<file path="config.mk">
export PLATFORM = sky130hd
export DESIGN_NAME = pipe_stage_reg_flat
export DESIGN_NICKNAME = d
export VERILOG_FILES = /design/src/rtl/pipe_pkg.sv /design/src/rtl/pipe_stage_reg_if.sv /design/src/rtl/pipe_slot.sv /design/src/rtl/pipe_stage_reg.sv /design/src/flat_wrapper.sv
export SDC_FILE = /design/constraint.sdc
export NUM_CORES = 1
export LEC_CHECK = 0
export CAP_MARGIN = 10
export CELL_PAD_IN_SITES_DETAIL_PLACEMENT = 1
export CELL_PAD_IN_SITES_GLOBAL_PLACEMENT = 2
export CORE_ASPECT_RATIO = 1.4
export CORE_MARGIN = 8
export CORE_UTILIZATION = 30
export CTS_BUF_LIST = sky130_fd_sc_hd__clkbuf_8
export CTS_CLUSTER_DIAMETER = 200
export DETAILED_ROUTE_END_ITERATION = 8
export PLACE_DENSITY = 0.91
export SLEW_MARGIN = 20
export SYNTH_ARGS = -nofsm -noshare
export SYNTH_HDL_FRONTEND = slang
export SYNTH_SLANG_ARGS = --single-unit
export TNS_END_PERCENT = 1
</file>
<file path="constraint.sdc">
create_clock -name clk -period 2.05 [get_ports clk]
set_clock_uncertainty 0.1 [all_clocks]
set_input_delay 0.41 -clock clk [delete_from_list [all_inputs] [get_ports clk]]
set_output_delay 0.41 -clock clk [all_outputs]
set_load 0.1 [all_outputs]
</file>
<file path="src/rtl/pipe_pkg.sv">
// Shared definitions for the pipeline stage register: state encoding,
// the RV32I NOP used as the bubble payload, and the perf counter width.
package pipe_pkg;

  typedef enum logic [1:0] {
    EMPTY = 2'd0,
    FULL1 = 2'd1,
    FULL2 = 2'd2
  } state_e;

  localparam logic [31:0] RV32I_NOP = 32'h0000_0013;
  localparam int          PERF_W    = 32;

endpackage

</file>
<file path="src/rtl/pipe_stage_reg_if.sv">
// Valid/ready channel bundle around one pipeline stage register.
// master = surrounding pipeline (upstream + downstream), slave = the stage.
interface pipe_stage_reg_if #(
  parameter int PC_W   = 32,
  parameter int DATA_W = 32
);

  logic              flush;
  logic              in_valid;
  logic              in_ready;
  logic [PC_W-1:0]   in_pc;
  logic [DATA_W-1:0] in_data;
  logic              out_valid;
  logic              out_ready;
  logic [PC_W-1:0]   out_pc;
  logic [DATA_W-1:0] out_data;
  logic [1:0]        occupancy;

  modport master (
    output flush, in_valid, in_pc, in_data, out_ready,
    input  in_ready, out_valid, out_pc, out_data, occupancy
  );

  modport slave (
    input  flush, in_valid, in_pc, in_data, out_ready,
    output in_ready, out_valid, out_pc, out_data, occupancy
  );

endinterface

</file>
<file path="src/rtl/pipe_slot.sv">
// One PC + payload holding register with load-enable and a synchronous
// clear that returns it to (PC 0, bubble payload). Clear wins over load.
module pipe_slot #(
  parameter int                PC_W   = 32,
  parameter int                DATA_W = 32,
  parameter logic [DATA_W-1:0] BUBBLE = '0
) (
  input  logic              clk,
  input  logic              clear,
  input  logic              load,
  input  logic [PC_W-1:0]   d_pc,
  input  logic [DATA_W-1:0] d_data,
  output logic [PC_W-1:0]   q_pc,
  output logic [DATA_W-1:0] q_data
);

  // NOTE: non-blocking assignments so every register samples pre-edge values.
  always_ff @(posedge clk) begin
    if (clear) begin
      q_pc   <= '0;
      q_data <= BUBBLE;
    end else if (load) begin
      q_pc   <= d_pc;
      q_data <= d_data;
    end
  end

endmodule

</file>
<file path="src/rtl/pipe_stage_reg.sv">
// Pipeline stage register with valid/ready handshake, flush-to-bubble and an
// optional skid slot (SKID=1). Define PIPE_STAGE_PERF_EN for stall/flush counters.
module pipe_stage_reg
  import pipe_pkg::*;
#(
  parameter int          PC_W       = 32,
  parameter int          DATA_W     = 32,
  parameter logic [31:0] BUBBLE_VAL = RV32I_NOP,
  parameter int          SKID       = 1
) (
  input  logic              clk,
  input  logic              reset,
`ifdef PIPE_STAGE_PERF_EN
  output logic [PERF_W-1:0] stall_cnt,
  output logic [PERF_W-1:0] flush_cnt,
`endif
  pipe_stage_reg_if.slave   bus
);

  localparam logic [DATA_W-1:0] BUBBLE = DATA_W'(BUBBLE_VAL);

  state_e            state;
  state_e            state_nx;
  logic              rdy_en;
  logic              accept;
  logic              pop;
  logic              head_load;
  logic              head_clear;
  logic              head_from_skid;
  logic              skid_load;
  logic              skid_clear;
  logic [PC_W-1:0]   head_pc;
  logic [PC_W-1:0]   skid_pc;
  logic [PC_W-1:0]   head_d_pc;
  logic [DATA_W-1:0] head_data;
  logic [DATA_W-1:0] skid_data;
  logic [DATA_W-1:0] head_d_data;

  assign bus.out_valid = (state != EMPTY);
  assign bus.out_pc    = head_pc;
  assign bus.out_data  = head_data;
  assign bus.occupancy = state;

  // rdy_en keeps in_ready low through reset and for the reset cycle itself.
  if (SKID != 0) begin : g_rdy_skid
    assign bus.in_ready = rdy_en & (state != FULL2);
  end else begin : g_rdy_single
    assign bus.in_ready = rdy_en & (!bus.out_valid | bus.out_ready);
  end

  assign accept = bus.in_valid & bus.in_ready;
  assign pop    = bus.out_valid & bus.out_ready;

  always_ff @(posedge clk) begin
    if (reset) begin
      state  <= EMPTY;
      rdy_en <= 1'b0;
    end else begin
      state  <= state_nx;
      rdy_en <= 1'b1;
    end
  end

  // NOTE: every output gets a default first so no path infers a latch.
  always_comb begin
    state_nx       = state;
    head_load      = 1'b0;
    head_clear     = 1'b0;
    head_from_skid = 1'b0;
    skid_load      = 1'b0;
    skid_clear     = 1'b0;
    if (reset || bus.flush) begin
      state_nx   = EMPTY;
      head_clear = 1'b1;
      skid_clear = 1'b1;
    end else begin
      unique case (state)
        EMPTY: begin
          if (accept) begin
            state_nx  = FULL1;
            head_load = 1'b1;
          end
        end
        FULL1: begin
          if (accept && pop) begin
            head_load = 1'b1;
          end else if (accept) begin
            // Only reachable with the skid slot: single entry needs out_ready to accept.
            state_nx  = FULL2;
            skid_load = 1'b1;
          end else if (pop) begin
            state_nx   = EMPTY;
            head_clear = 1'b1;
          end
        end
        FULL2: begin
          if (pop) begin
            state_nx       = FULL1;
            head_load      = 1'b1;
            head_from_skid = 1'b1;
            skid_clear     = 1'b1;
          end
        end
        default: begin
          state_nx   = EMPTY;
          head_clear = 1'b1;
          skid_clear = 1'b1;
        end
      endcase
    end
  end

  assign head_d_pc   = head_from_skid ? skid_pc   : bus.in_pc;
  assign head_d_data = head_from_skid ? skid_data : bus.in_data;

  pipe_slot #(
    .PC_W   (PC_W),
    .DATA_W (DATA_W),
    .BUBBLE (BUBBLE)
  ) u_head (
    .clk    (clk),
    .clear  (head_clear),
    .load   (head_load),
    .d_pc   (head_d_pc),
    .d_data (head_d_data),
    .q_pc   (head_pc),
    .q_data (head_data)
  );

  if (SKID != 0) begin : g_skid
    pipe_slot #(
      .PC_W   (PC_W),
      .DATA_W (DATA_W),
      .BUBBLE (BUBBLE)
    ) u_skid (
      .clk    (clk),
      .clear  (skid_clear),
      .load   (skid_load),
      .d_pc   (bus.in_pc),
      .d_data (bus.in_data),
      .q_pc   (skid_pc),
      .q_data (skid_data)
    );
  end else begin : g_no_skid
    logic skid_unused;
    assign skid_unused = skid_load | skid_clear;
    assign skid_pc     = '0;
    assign skid_data   = BUBBLE;
  end

`ifdef PIPE_STAGE_PERF_EN
  always_ff @(posedge clk) begin
    if (reset) begin
      stall_cnt <= '0;
      flush_cnt <= '0;
    end else begin
      if (bus.out_valid && !bus.out_ready && (stall_cnt != '1))
        stall_cnt <= stall_cnt + PERF_W'(1);
      if (bus.flush && (state != EMPTY) && (flush_cnt != '1))
        flush_cnt <= flush_cnt + PERF_W'(1);
    end
  end
`endif

endmodule
</file>
<file path="src/flat_wrapper.sv">
// flat-port wrapper written by rule: the top's interface ports become plain ports
module pipe_stage_reg_flat import pipe_pkg::*;
#(
  parameter int          PC_W       = 32,
  parameter int          DATA_W     = 32,
  parameter logic [31:0] BUBBLE_VAL = RV32I_NOP,
  parameter int          SKID       = 1
)
  (clk, reset, bus_flush, bus_in_valid, bus_in_pc, bus_in_data, bus_out_ready, bus_in_ready, bus_out_valid, bus_out_pc, bus_out_data, bus_occupancy);
  pipe_stage_reg_if #(.PC_W(PC_W), .DATA_W(DATA_W)) bus_i ();
  input  logic clk;
  input  logic reset;
  input wire logic [$bits(bus_i.flush)-1:0] bus_flush;
  input wire logic [$bits(bus_i.in_valid)-1:0] bus_in_valid;
  input wire logic [$bits(bus_i.in_pc)-1:0] bus_in_pc;
  input wire logic [$bits(bus_i.in_data)-1:0] bus_in_data;
  input wire logic [$bits(bus_i.out_ready)-1:0] bus_out_ready;
  output wire logic [$bits(bus_i.in_ready)-1:0] bus_in_ready;
  output wire logic [$bits(bus_i.out_valid)-1:0] bus_out_valid;
  output wire logic [$bits(bus_i.out_pc)-1:0] bus_out_pc;
  output wire logic [$bits(bus_i.out_data)-1:0] bus_out_data;
  output wire logic [$bits(bus_i.occupancy)-1:0] bus_occupancy;
  assign bus_i.flush = bus_flush;
  assign bus_i.in_valid = bus_in_valid;
  assign bus_i.in_pc = bus_in_pc;
  assign bus_i.in_data = bus_in_data;
  assign bus_i.out_ready = bus_out_ready;
  assign bus_in_ready = bus_i.in_ready;
  assign bus_out_valid = bus_i.out_valid;
  assign bus_out_pc = bus_i.out_pc;
  assign bus_out_data = bus_i.out_data;
  assign bus_occupancy = bus_i.occupancy;
  pipe_stage_reg #(.PC_W(PC_W), .DATA_W(DATA_W), .BUBBLE_VAL(BUBBLE_VAL), .SKID(SKID)) u_core (.clk(clk), .reset(reset), .bus(bus_i));
endmodule
</file>
### Local utilization, run 1

Scale: 1.5 px per micron. 13 x 17 tiles, from black (low) to pale yellow (high), 0 to 100% covered.
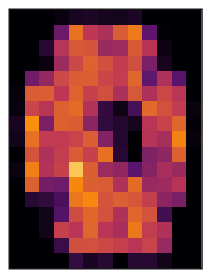
- fullest tile: 88%
- mean over tiles: 32%
- emptiest ninth of the die: lower left
- tiles over 75% full: 0.90%
- nearly empty tiles: 25%

### Cell classes on the final placement, run 1

Scale: 2 px per micron. Fill, decap, tap and diode cells in grey.
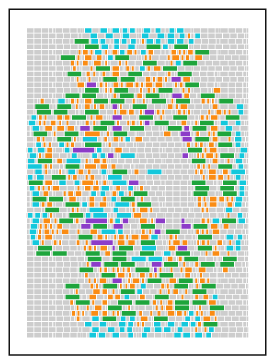
- clock drivers and dummy loads: purple (cells 31; share of their area 5.8%)
- other buffers and delay cells: cyan (cells 163; share of their area 23%)
- combinational and other logic: orange (cells 408; share of their area 34%)
- flops: green (cells 131; share of their area 38%)
core area: 17,200 sq um
design area: 7300 sq um

### Routed clock nets over the placement, run 1

Scale: 3 px per micron.
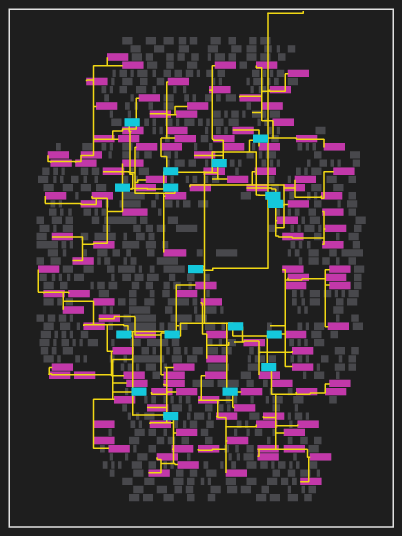
- flip-flops: magenta (count 131)
- clock wires: yellow (length 1,690 microns)
- clock drivers: cyan (count 17)
- routed clock nets: 18
Clock power frac: 39.1%
clock group power: 2.26 mW
Clock Latency Late Sink: 430 ps

### Clock wiring as the flow saved it, run 1

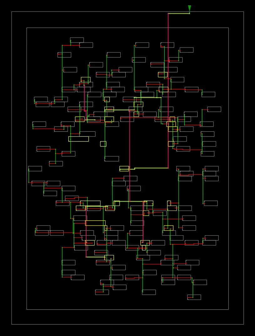
clk sinks: 131
CTS buffer count: 17
Layout clock buffers: 18
FF+latch count: 131

==> results.toml, run 1 <==
# implementation run metrics
[outcome]
status = "finished, final reports clean"

[yosys]
avgSynthCellArea_sq_um = 8.94
syn_area_sq_um = 5220
mappedNetlistNets = 653
seq_area_frac_synth_pct = 50.2
most_common_cell = "nand2_1"
ys_warn_count = 0
synth_area_leader_cell = "dfxtp_1"

[power]
irDropWorstVdd_mv = 0.427
power_mw = 5.77
p_switching_mw = 1.66

[hold_path]
hold_start = "u_core.g_skid.u_skid.q_pc[12]"
min_path_type = "flop to flop"

[floorplanning]
rows = 57
fp.dieW_microns = 127

[global_route]
overflow = 0

[layout]
lay_top_cells = "nand2_1 (131), dfxtp_1 (129), buf_4 (78), clkdlybuf4s50_1 (68), a21oi_1 (63)"
final_common_cell = "nand2_1"
fin_util_pct = 42.5
drive_gt1_share_pct = 19.1
fin_cells = 969

[route]
postRouteAntennaNets = 0
drt-total-wl_microns = 17100
drt-initial-drc-count = 253
post_drt_wl_per_cell_microns = 17.7

[run]
cap_viol_max_count = 0

[sta]
tightest_slew_ps = 472
fin_crit_ps = 1950
setup_viol_count_final = 0

[critical_path]
r2r-start = "u_core.bus.occupancy[0]"
r2r_slack_ps = 260
crit_path_start = "u_core.bus.occupancy[0]"
end_kind = "output port"

[placed_design]
gp_congestion = 0.767
io_buffers = 136
dpl.cell_count = 938
==> run 1: logic make-up after synthesis <==
family,Yosys count,share of synthesized area [%]
mux,65,12.5
buf+inv,47,4.89
compound gates,133,16.4
flops,131,50.2
simple gates,208,15.9
==> run 1: power by group through the flow <==
stage	Combinational (mW)	Clock [mW]	Sequential, mW
2_1_floorplan	0.201	0	3.02
3_3_place_gp	0.875	0	2.69
3_5_place_dp	0.894	0	2.69
4_1_cts	0.896	2.33	2.63
5_1_grt	0.931	2.43	2.63
6_report	0.887	2.26	2.63
==> run 1: layer usage <==
metal  share of wire, %  vias up  global-route usage (%)
li1                   -     2287                       -
met1                 40     2298                    16.4
met2                 53      101                    29.3
met3                3.9       28                    3.89
met4                2.8        0                    7.16
met5                  0        -                       0
==> run 1: flip-flops by register name, indices dropped and copies added (netlist names) <==
signal and count:
u_core.rdy_en 1, u_core.bus.occupancy 2, u_core.u_head.q_data 32, u_core.g_skid.u_skid.q_data 32
u_core.u_head.q_pc 32, u_core.g_skid.u_skid.q_pc 32
==> run 1: layout make-up <==
type,instances,area (sq um)
tap,236,295
fill,1978,9890
sequential,131,2630
clock inverter,13,161
clock buffer,18,248
timing repair buffer,163,1600
inverter,2,7.51
multi-input combinational,406,2360
==> run 1: per-stage QoR <==
stage	setup TNS [ps]	hold WS, ps	worst slack (ps)
floorplan	-3270	335	-54.5
global placement	-15770	341	-243
detailed placement	-29610	347	-421
CTS	0	357	36.6
global route	0	374	18.2
finish	0	357	104
==> run 1: worst max-delay path, cell delays in order (launching register included) <==
cell and delay, ps:
dfxtp_2 420, inv_1 120, nand2_1 100, and2_2 190, buf_12 180
## Run 2: what changed since run 1
--- a/config.mk
+++ b/config.mk
@@ -10,7 +10,7 @@
 export CELL_PAD_IN_SITES_GLOBAL_PLACEMENT = 2
 export CORE_ASPECT_RATIO = 1.4
 export CORE_MARGIN = 8
-export CORE_UTILIZATION = 30
+export CORE_UTILIZATION = 34
 export CTS_BUF_LIST = sky130_fd_sc_hd__clkbuf_8
 export CTS_CLUSTER_DIAMETER = 200
 export DETAILED_ROUTE_END_ITERATION = 8
@@ -18,5 +18,6 @@
 export SLEW_MARGIN = 20
 export SYNTH_ARGS = -nofsm -noshare
 export SYNTH_HDL_FRONTEND = slang
+export SYNTH_HIERARCHICAL = 1
 export SYNTH_SLANG_ARGS = --single-unit
 export TNS_END_PERCENT = 1
### Local utilization, run 2

Scale: 1.5 px per micron. 13 x 17 tiles, from black (low) to pale yellow (high), 0 to 100% covered.
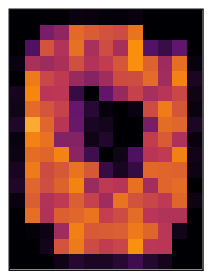
- nearly empty tiles: 19%
- densest ninth of the die: bottom centre
- mean over tiles: 35%
- tiles over 75% full: 1.8%
Core Util, Final: 46.1%
fp util: 34.5%

### Routed clock nets over the placement, run 2

Scale: 3 px per micron.
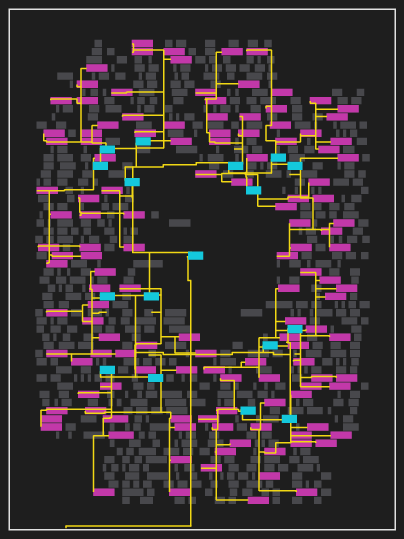
- clock wires: yellow (length 1,860 microns)
- clock drivers: cyan (count 17)
- flip-flops: magenta (count 131)
- routed clock nets: 18

==> results.toml, run 2 <==
# implementation run metrics
[outcome]
status = "finished, final reports clean"

[yosys]
mappedNetlistNets = 580
ys_sh_xor_pct = 0
synth-async-reset-ratio_pct = 0
avgSynthCellArea_sq_um = 11.7
seq_area_frac_synth_pct = 43.8
synthMuxAreaShare_pct = 36.4
synth-seq-cells = 131
yosys_cells = 511
synthTopLogicFamily = "multiplexers"
ys_warn_count = 6
netlist-cell-type-count = 26
synth_area_leader_cell = "dfxtp_1"
syn_area_sq_um = 5990
top_cells_by_area = "dfxtp_1 (44%), mux2i_1 (21%), mux2_4 (15%)"
simple_gate_share_pct = 10.4
synth_top_flop_cell = "dfxtp_1"
most_common_cell = "dfxtp_1"
edf_count = 0
syn_inst = 511
aoi_share_pct = 1.53
synthAdderAreaFrac_pct = 0

[placed_design]
dpl_cell_area_sq_um = 7530
gp_congestion = 0.791
place_ws_ps = -519
dpl.cell_count = 888
hpwl_microns = 11500
io_buffers = 136

[floorplanning]
fp.dieW_microns = 128
io_pins = 137
die_h_microns = 173

[hold_path]
hold_start = "u_core/g_skid.u_skid/q_pc[7]"
min_path_type = "flop to flop"

[critical_path]
crit_required_ps = 1540
cp.arrival_ps = 1460
crit_fanout = 7
path_buffers = 2
critPathTopFamily = "simple AND/OR/NAND/NOR gates"
r2r-start = "u_core/bus.occupancy[0]"
worstPathCellList = "buf_6 > nor2b_4 > and2b_2 > buf_12"
worst_path_max_delay_cell = "dfxtp_4"
r2r_slack_ps = 130
path_class = "flop to output port"
end_kind = "output port"
slowest_delay_ps = 340

[route]
vias_per_cell = 4.62
drt-total-wl_microns = 15900
post_drt_wl_per_cell_microns = 17.2
postRouteAntennaNets = 0
drt-initial-drc-count = 96

[sta]
tns_ps = 0
finalHoldViolations = 0
fin_crit_ps = 1970
setup_viol_count_final = 0
relSlewSlack_pct = 81.1
fmax_mhz = 507
setup_ws_ps = 77.2
slew_viol_final = 0
timing.final.crit_share_pct = 96.2
tightest_slew_ps = 282
hold_ws_ps = 397

[power]
irDropWorstVdd_mv = 0.367
p_sw_share_pct = 25.5
p_leak_nw = 3.01
power_mw = 5.06
power_frac_seq_pct = 50.7
p_switching_mw = 1.29
power.density_nw_per_um2 = 633
pwr-share-clk_pct = 37.8

[layout]
fin_cells = 924
drive_gt1_share_pct = 33.1
lay_top_cells = "dfxtp_1 (129), nor2_1 (123), mux2i_1 (122), buf_4 (93), clkdlybuf4s50_1 (67)"
final_common_cell = "dfxtp_1"
fill_cells = 1890

[global_route]
grtUsageTotal_pct = 14.3
overflow = 0
grt_antenna_before_repair = 0
grt_pass1_vias = 4962
grt_pass1_wl_microns = 25200

[clocking]
cts_resized = 2
clock_latency_ps = 430
postCtsHoldBufs = 0
cts_tree = "done"
cts_sinks = 131
cts.htree.levels = 4
clk_path_buf_depth = 2
cts.clk_slew.worst_paths_ps = 70
cts_buffers = 17

[run]
cap_viol_max_count = 0
tool_warnings = 26
### Cell classes on the final placement, run 2

Scale: 2 px per micron. Fill, decap, tap and diode cells in grey.
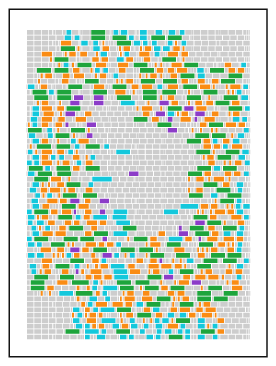
- other buffers and delay cells: cyan (cells 181; share of their area 23%)
- flops: green (cells 131; share of their area 34%)
- clock drivers and dummy loads: purple (cells 31; share of their area 4.4%)
- combinational and other logic: orange (cells 345; share of their area 38%)
design area: 7990 sq um
fraction of area in registers: 32.9%
site row count: 57
core area: 17,300 sq um

==> run 2: netlist changes by cell type after synthesis, moves of 7 or more <==
cell      before  now
buf_12         0   19
a21oi_1       63    4
buf_2          9    2
a211oi_1      61    0
mux2_4         0   60
nand2_1      132    3
mux2i_1       62  123
clkbuf_1      24   10
nor2_1        61  123
==> run 2: power groups by stage <==
stage | logic (mW) | registers (mW) | clock network, mW
floorplan | 0.229 | 2.71 | 0
global placement | 0.556 | 2.62 | 0
detailed placement | 0.571 | 2.62 | 0
CTS | 0.579 | 2.56 | 1.99
global route | 0.611 | 2.56 | 2.10
finish | 0.581 | 2.56 | 1.91
==> run 2: final cells by class <==
type	instances	area (sq um)	area share [%]
Multi-Input combinational cell	343	2930	36.7
Sequential cell	131	2630	32.9
Timing Repair Buffer	181	1790	22.3
Tap cell	236	295	3.70
Clock buffer	20	275	3.45
Clock inverter	11	65.1	0.814
Inverter	2	7.51	0.0940
==> run 2: worst max path at each step <==
stage / slack, ps / to / cells after the start / from
detailed placement: -520 / u_core/u_head/q_data[21] / 7 / bus_in_valid
floorplan: 7 / u_core/u_head/q_data[11] / 7 / u_core/bus.occupancy[0]
global placement: -410 / u_core/u_head/q_pc[23] / 8 / bus_in_valid
CTS: 3 / bus_in_ready / 4 / u_core/bus.occupancy[0]
finish: 80 / bus_in_ready / 4 / u_core/bus.occupancy[0]
global route: 9 / bus_in_ready / 4 / u_core/bus.occupancy[0]
==> run 2: per-layer routing <==
layer  part of all wire [%]  global-route usage (%)  vias to the layer above  wire length (microns)
met5                      0                       0                        -                      0
met4                    1.8                    5.27                        0                    282
met3                    4.6                    4.31                       20                    733
met2                     56                    27.7                       99                   8820
met1                     38                    13.6                     2090                   6050
li1                       -                       -                     2062                      -
No activity file was given, so power comes from the tool's default toggle rates.
